Fig. 1: M1 wires
Bar = 50 microns.
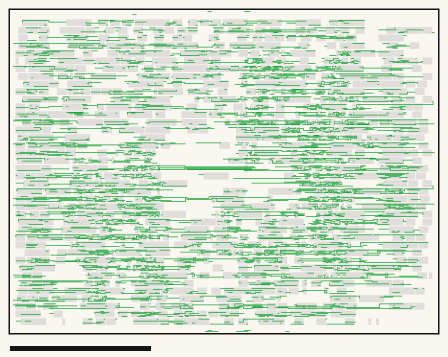
Fig. 2: the metal 2 layer
Bar = 50 microns.
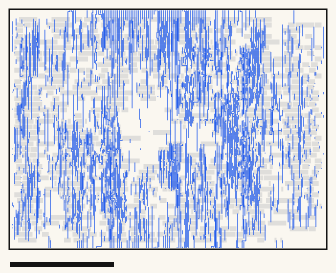
Fig. 3: signal wires on met3
Bar = 50 microns.
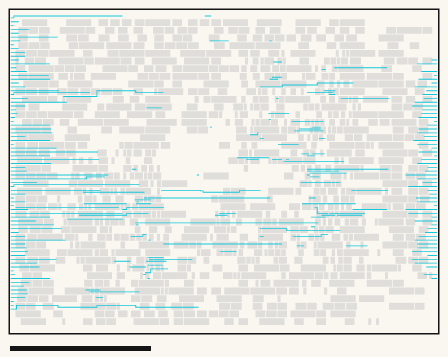
Fig. 4: signal wires on met4
Bar = 50 microns.
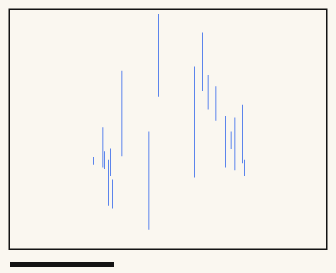
Fig. 5: congestion heat map
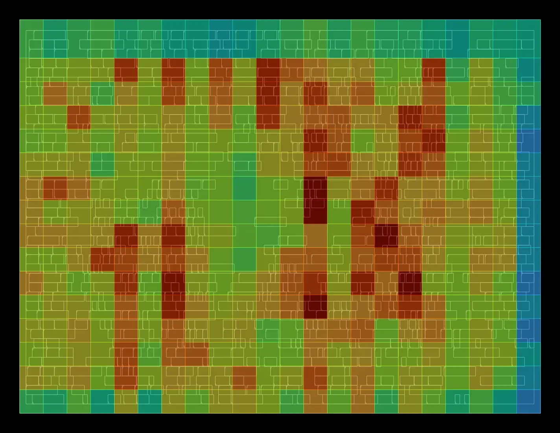
$ cat config.mk
export PLATFORM = sky130hd
export DESIGN_NAME = instruction_fetch_unit_flat
export DESIGN_NICKNAME = d
export VERILOG_FILES = /design/src/rtl/fetch_pkg.sv /design/src/rtl/instruction_fetch_unit_if.sv /design/src/rtl/fetch_wait_counter.sv /design/src/rtl/instruction_fetch_unit.sv /design/src/flat_wrapper.sv
export SDC_FILE = /design/constraint.sdc
export NUM_CORES = 1
export LEC_CHECK = 0
export CORE_ASPECT_RATIO = 0.75
export CORE_MARGIN = 1.5
export CORE_UTILIZATION = 46
export CTS_BUF_LIST = sky130_fd_sc_hd__clkbuf_16
export DETAILED_ROUTE_END_ITERATION = 10
export HOLD_SLACK_MARGIN = 0.12
export PLACE_DENSITY_LB_ADDON = 0.15
export SYNTH_ARGS = -nofsm -noshare
export SYNTH_HDL_FRONTEND = slang
export SYNTH_HIERARCHICAL = 1
export SYNTH_SLANG_ARGS = --single-unit
export TNS_END_PERCENT = 30
$ cat constraint.sdc
create_clock -name CLK -period 7.55 [get_ports CLK]
set_input_delay 1.51 -clock CLK [delete_from_list [all_inputs] [get_ports CLK]]
set_output_delay 1.51 -clock CLK [all_outputs]
set_load 0.005 [all_outputs]
$ cat src/rtl/fetch_pkg.sv
// Shared types and constants for the instruction fetch stage: PC/instruction
// widths, fetch FSM state encoding and the sequential next-PC helper.
package fetch_pkg;

  localparam int PC_W        = 64;
  localparam int INSTR_W     = 32;
  localparam int INSTR_BYTES = 4;

  typedef logic [PC_W-1:0]    pc_t;
  typedef logic [INSTR_W-1:0] instr_t;
  typedef logic [1:0]         state_t;

  // Fetch FSM encoding (plain constants so legacy tools can read them)
  localparam logic [1:0] FETCH = 2'd0;  // address held, wait counter running
  localparam logic [1:0] VALID = 2'd1;  // instruction presented to decode
  localparam logic [1:0] HALT  = 2'd2;  // stopped on a misaligned redirect

  // Sequential fetch: PC + 4, wrapping modulo 2^64
  function automatic pc_t next_seq_pc(input pc_t pc);
    return pc + pc_t'(INSTR_BYTES);
  endfunction

endpackage

$ cat src/rtl/instruction_fetch_unit_if.sv
// Bus bundle between the fetch unit, instruction memory, the next-PC logic
// and decode. The master modport is the fetch unit's view.
interface instruction_fetch_unit_if;
  import fetch_pkg::*;

  pc_t    InstrAddr;   // address to instruction memory
  instr_t InstrData;   // word returned by memory
  instr_t Instr;       // latched instruction to decode
  pc_t    InstrPC;     // PC of Instr
  logic   InstrValid;  // Instr/InstrPC valid
  logic   InstrReady;  // decode accepts
  logic   Redirect;    // branch taken
  pc_t    RedirectPC;  // branch target
  logic   AlignErr;    // sticky misaligned-redirect flag

  modport master (
    output InstrAddr, Instr, InstrPC, InstrValid, AlignErr,
    input  InstrData, InstrReady, Redirect, RedirectPC
  );

  modport slave (
    input  InstrAddr, Instr, InstrPC, InstrValid, AlignErr,
    output InstrData, InstrReady, Redirect, RedirectPC
  );

endinterface

$ cat src/rtl/fetch_wait_counter.sv
// Memory-settle wait counter for the fetch stage. Counts while enabled and
// flags the terminal count RD_CYCLES-1, the cycle on which read data is taken.
module fetch_wait_counter #(
  parameter int RD_CYCLES = 2
) (
  input  logic clk,
  input  logic rst,
  input  logic clear,
  input  logic enable,
  output logic terminal
);

  logic [3:0] count;

  assign terminal = (count == 4'(RD_CYCLES - 1));

  // Clear wins over counting so a redirect or latch restarts the wait at zero
  always_ff @(posedge clk or posedge rst) begin
    if (rst)         count <= 4'd0;
    else if (clear)  count <= 4'd0;
    else if (enable) count <= count + 4'd1;
  end

endmodule

$ cat src/rtl/instruction_fetch_unit.sv
// Instruction fetch stage: owns the 64-bit PC, holds the memory address for
// RD_CYCLES cycles, latches the returned word and offers it to decode via
// InstrValid/InstrReady. Redirects override sequential fetch.
// Optional feature macro: FETCH_ALIGN_CHECK_EN (misaligned redirect halts
// fetch and raises AlignErr; otherwise the low PC bits are cleared on load).
module instruction_fetch_unit
  import fetch_pkg::*;
#(
  parameter logic [63:0] RESET_PC  = 64'h0,
  parameter int          RD_CYCLES = 2
) (
  input  logic                     CLK,
  input  logic                     Reset,
  instruction_fetch_unit_if.master bus
);

  state_t state, state_next;
  pc_t    pc, pc_next;
  instr_t instr;
  pc_t    instr_pc;
  logic   align_err;

  logic   terminal;
  logic   redirect_go;
  logic   misaligned;
  logic   latch;
  pc_t    redirect_pc;

`ifdef FETCH_ALIGN_CHECK_EN
  // HALT ignores redirects; a misaligned target is loaded as-is and halts
  assign redirect_go = bus.Redirect && (state != HALT);
  assign misaligned  = |bus.RedirectPC[1:0];
  assign redirect_pc = bus.RedirectPC;
`else
  // Without the check, targets are silently word-aligned
  assign redirect_go = bus.Redirect;
  assign misaligned  = 1'b0;
  assign redirect_pc = bus.RedirectPC & ~pc_t'(3);
`endif

  // Data is taken only on the last wait cycle of an undisturbed fetch
  assign latch = (state == FETCH) && terminal && !redirect_go;

  fetch_wait_counter #(.RD_CYCLES(RD_CYCLES)) u_wait (
    .clk      (CLK),
    .rst      (Reset),
    .clear    (redirect_go || latch),
    .enable   (state == FETCH),
    .terminal (terminal)
  );

  // Next state / next PC: redirect first, then the normal fetch sequence
  always_comb begin
    state_next = state;
    pc_next    = pc;
    if (redirect_go) begin
      pc_next    = redirect_pc;
      state_next = misaligned ? HALT : FETCH;
    end else begin
      case (state)
        FETCH: if (terminal) state_next = VALID;
        VALID: if (bus.InstrReady) begin
          pc_next    = next_seq_pc(pc);
          state_next = FETCH;
        end
        HALT:    state_next = HALT;
        default: state_next = FETCH;
      endcase
    end
  end

  // FSM and PC registers
  always_ff @(posedge CLK or posedge Reset) begin
    if (Reset) begin
      state <= FETCH;
      pc    <= RESET_PC;
    end else begin
      state <= state_next;
      pc    <= pc_next;
    end
  end

  // Output registers: capture the memory word and its PC on the latch cycle
  always_ff @(posedge CLK or posedge Reset) begin
    if (Reset) begin
      instr    <= '0;
      instr_pc <= RESET_PC;
    end else if (latch) begin
      instr    <= bus.InstrData;
      instr_pc <= pc;
    end
  end

`ifdef FETCH_ALIGN_CHECK_EN
  // Sticky error flag, cleared only by reset
  always_ff @(posedge CLK or posedge Reset) begin
    if (Reset)                         align_err <= 1'b0;
    else if (redirect_go && misaligned) align_err <= 1'b1;
  end
`else
  assign align_err = 1'b0;
`endif

  assign bus.InstrAddr  = pc;
  assign bus.Instr      = instr;
  assign bus.InstrPC    = instr_pc;
  assign bus.InstrValid = (state == VALID);
  assign bus.AlignErr   = align_err;

endmodule

$ cat src/flat_wrapper.sv
// flat-port wrapper written by rule: the top's interface ports become plain ports
module instruction_fetch_unit_flat import fetch_pkg::*;
#(
  parameter logic [63:0] RESET_PC  = 64'h0,
  parameter int          RD_CYCLES = 2
)
  (CLK, Reset, bus_InstrAddr, bus_Instr, bus_InstrPC, bus_InstrValid, bus_AlignErr, bus_InstrData, bus_InstrReady, bus_Redirect, bus_RedirectPC);
  instruction_fetch_unit_if bus_i ();
  input  logic CLK;
  input  logic Reset;
  output wire logic [$bits(bus_i.InstrAddr)-1:0] bus_InstrAddr;
  output wire logic [$bits(bus_i.Instr)-1:0] bus_Instr;
  output wire logic [$bits(bus_i.InstrPC)-1:0] bus_InstrPC;
  output wire logic [$bits(bus_i.InstrValid)-1:0] bus_InstrValid;
  output wire logic [$bits(bus_i.AlignErr)-1:0] bus_AlignErr;
  input wire logic [$bits(bus_i.InstrData)-1:0] bus_InstrData;
  input wire logic [$bits(bus_i.InstrReady)-1:0] bus_InstrReady;
  input wire logic [$bits(bus_i.Redirect)-1:0] bus_Redirect;
  input wire logic [$bits(bus_i.RedirectPC)-1:0] bus_RedirectPC;
  assign bus_InstrAddr = bus_i.InstrAddr;
  assign bus_Instr = bus_i.Instr;
  assign bus_InstrPC = bus_i.InstrPC;
  assign bus_InstrValid = bus_i.InstrValid;
  assign bus_AlignErr = bus_i.AlignErr;
  assign bus_i.InstrData = bus_InstrData;
  assign bus_i.InstrReady = bus_InstrReady;
  assign bus_i.Redirect = bus_Redirect;
  assign bus_i.RedirectPC = bus_RedirectPC;
  instruction_fetch_unit #(.RESET_PC(RESET_PC), .RD_CYCLES(RD_CYCLES)) u_core (.CLK(CLK), .Reset(Reset), .bus(bus_i));
endmodule
==> results.sh <==
# implementation run metrics
export IMPL_pwr_share_clk_pct=24.4
export IMPL_grt_start_max_net_pins=100
export IMPL_antenna_left=0
export IMPL_chipArea_sq_um=17400
export IMPL_status="finished clean"
export IMPL_seqPwrFrac_pct=40.6
export IMPL_place_area_sq_um=10300
export IMPL_regArea_sq_um=4050
export IMPL_hp_start="u_core/bus.InstrPC[61]"
export IMPL_worst_path_max_fanout=16
export IMPL_cts_hold_fix_buffers=0
export IMPL_nNetsFinal=1040
export IMPL_cts_resized_gates=0
export IMPL_cp_required_ns=7.85
export IMPL_cts_buffers=17
export IMPL_nFillCells=1241
export IMPL_comb_power_share_pct=35.0
export IMPL_diodes=0
export IMPL_async_flop_share_pct=100
export IMPL_comb_area_share_pct=31.2
export IMPL_lay_top_cells="clkdlybuf4s50_1 (253), dfrtp_1 (162), mux2_2 (96), nand2_1 (75), o21ai_0 (47)"
export IMPL_timing_final_crit_share_pct=54.3
export IMPL_worst_clock_skew_ns=0.00961
export IMPL_floorplan_core_util_pct=47.5
export IMPL_endpoint_kind="flip-flop"
export IMPL_overflow=0
export IMPL_power_leader="registers"
export IMPL_cap_violations=0
export IMPL_htree_num_levels=4
export IMPL_sw_frac_of_total_pct=27.5
export IMPL_slowest_delay_ns=0.91
export IMPL_worst_slew_pin_slew_ns=1.22
export IMPL_grt_pass1_vias=6663
export IMPL_min_path_type="reg2reg"
export IMPL_cts_buffer_depth=2
export IMPL_seq_cell_count=162
export IMPL_ios=262
export IMPL_endpoint="u_core/bus.InstrAddr[61]"
export IMPL_clkbuf_count=17
export IMPL_gp_congestion=0.813
export IMPL_slowest_stage="or4_1"
export IMPL_avgSynthCellArea_sq_um=11.0
export IMPL_fin_area_sq_um=10900
export IMPL_rows=40
export IMPL_vias_per_cell=5.62
export IMPL_sh_seq_area_pct=37.3
export IMPL_rsz0062_at_grt="no"
export IMPL_lay_top_count="clkdlybuf4s50_1"
export IMPL_fin_crit_ns=4.10
export IMPL_arrival_ns=4.40
export IMPL_whs_ns=0.504
export IMPL_area_growth_syn_to_layout_pct=42.1
export IMPL_synth_top_area_share_pct=53.0
export IMPL_taps=210
export IMPL_finalSetupViolCount=0
export IMPL_num_multi_input_gates=488
export IMPL_slew_headroom_pct=18.4
export IMPL_rr_worst_depth=7
export IMPL_cts_tree="yes"
export IMPL_synth_main_ff_cell="dfrtp_1"
export IMPL_grt_first_pass_wirelength_microns=35300
export IMPL_wl_met1_microns=9080
export IMPL_crit_reg2reg_launch="u_core/u_wait/count[1]"
export IMPL_place_inst=1128
export IMPL_intPower_mw=2.44
export IMPL_postSynthSeqShare_pct=53.0
export IMPL_first_pass_iters=5
export IMPL_area_leaders="dfrtp_1 (53%), mux2_2 (14%), nand2_1 (3.7%)"
export IMPL_seq_power_mw=1.36
export IMPL_common_cells="dfrtp_1 (162), mux2_2 (96), nand2_1 (75)"
export IMPL_wl_met3_microns=2040
export IMPL_power_mw=3.36
export IMPL_post_place_ws_ns=3.07
export IMPL_powerComb_mw=1.18
export IMPL_path_clk_slew_ns=0.06
export IMPL_netlist_top_cell_by_area="dfrtp_1"
export IMPL_synth_most_common_cell="dfrtp_1"
export IMPL_netlist_instances=698
export IMPL_cts_root_buf="clkbuf_16"
export IMPL_grt_usage_pct=25.6
export IMPL_insertion_delay_ns=0.42
export IMPL_inv_count=11
export IMPL_route_detailed_drc=0
-- Fig. 1 (at the start) --
The layer carries 9080 microns of wire. The wires run mostly horizontal.
vias after detailed routing: 6521
met1 Usage GRT: 32.6%
total wire length: 21900 microns

-- Fig. 2 (at the start) --
The longest straight run is 50.7 microns. The wires run mostly vertical. 921 nets have wire on it. The layer holds 47% of the routed length. The layer carries 10400 microns of wire.
M2 GR Usage: 41.4%

-- Fig. 3 (at the start) --
The layer holds 9.3% of the routed length. The longest straight run is 64.6 microns. 189 nets have wire on it. The wires run mostly horizontal. The layer carries 2040 microns of wire.
M3 GR Usage: 8.48%

-- Fig. 4 (at the start) --
The layer carries 413 microns of wire. The layer holds 1.9% of the routed length. The wires run mostly vertical. 14 nets have wire on it.

-- Fig. 5 (at the start) --
routed length per instance: 18.9 microns
Most Crowded Layer GR: met2
fin util: 67.4%

state kept, by name, indices dropped and copies added, names as in the netlist:
register,count
u_core/bus.Instr,32
u_core/bus.InstrAddr,62
u_core/bus.InstrPC,62
u_core/state,2
u_core/u_wait/count,4
critical path: cells and delay by family:
kind | cells | cell delay [ns]
AND-OR/OR-AND | 1 | 0.28
buffers and inverters | 1 | 0.53
multiplexers | 1 | 0.15
AND/OR/NAND/NOR | 3 | 1.93
logic make-up after synthesis:
family / count (synthesis) / share of synthesized area, %
buffers and inverters: 52 / 2.93
and+or+nand+nor: 260 / 17.9
adders and majority gates: 3 / 0.491
muxes: 100 / 14.7
DFF: 162 / 53.0
other: 1 / 0.0490
AOI/OAI and AO/OA: 78 / 6.07
xor gates and xnor gates: 42 / 4.81
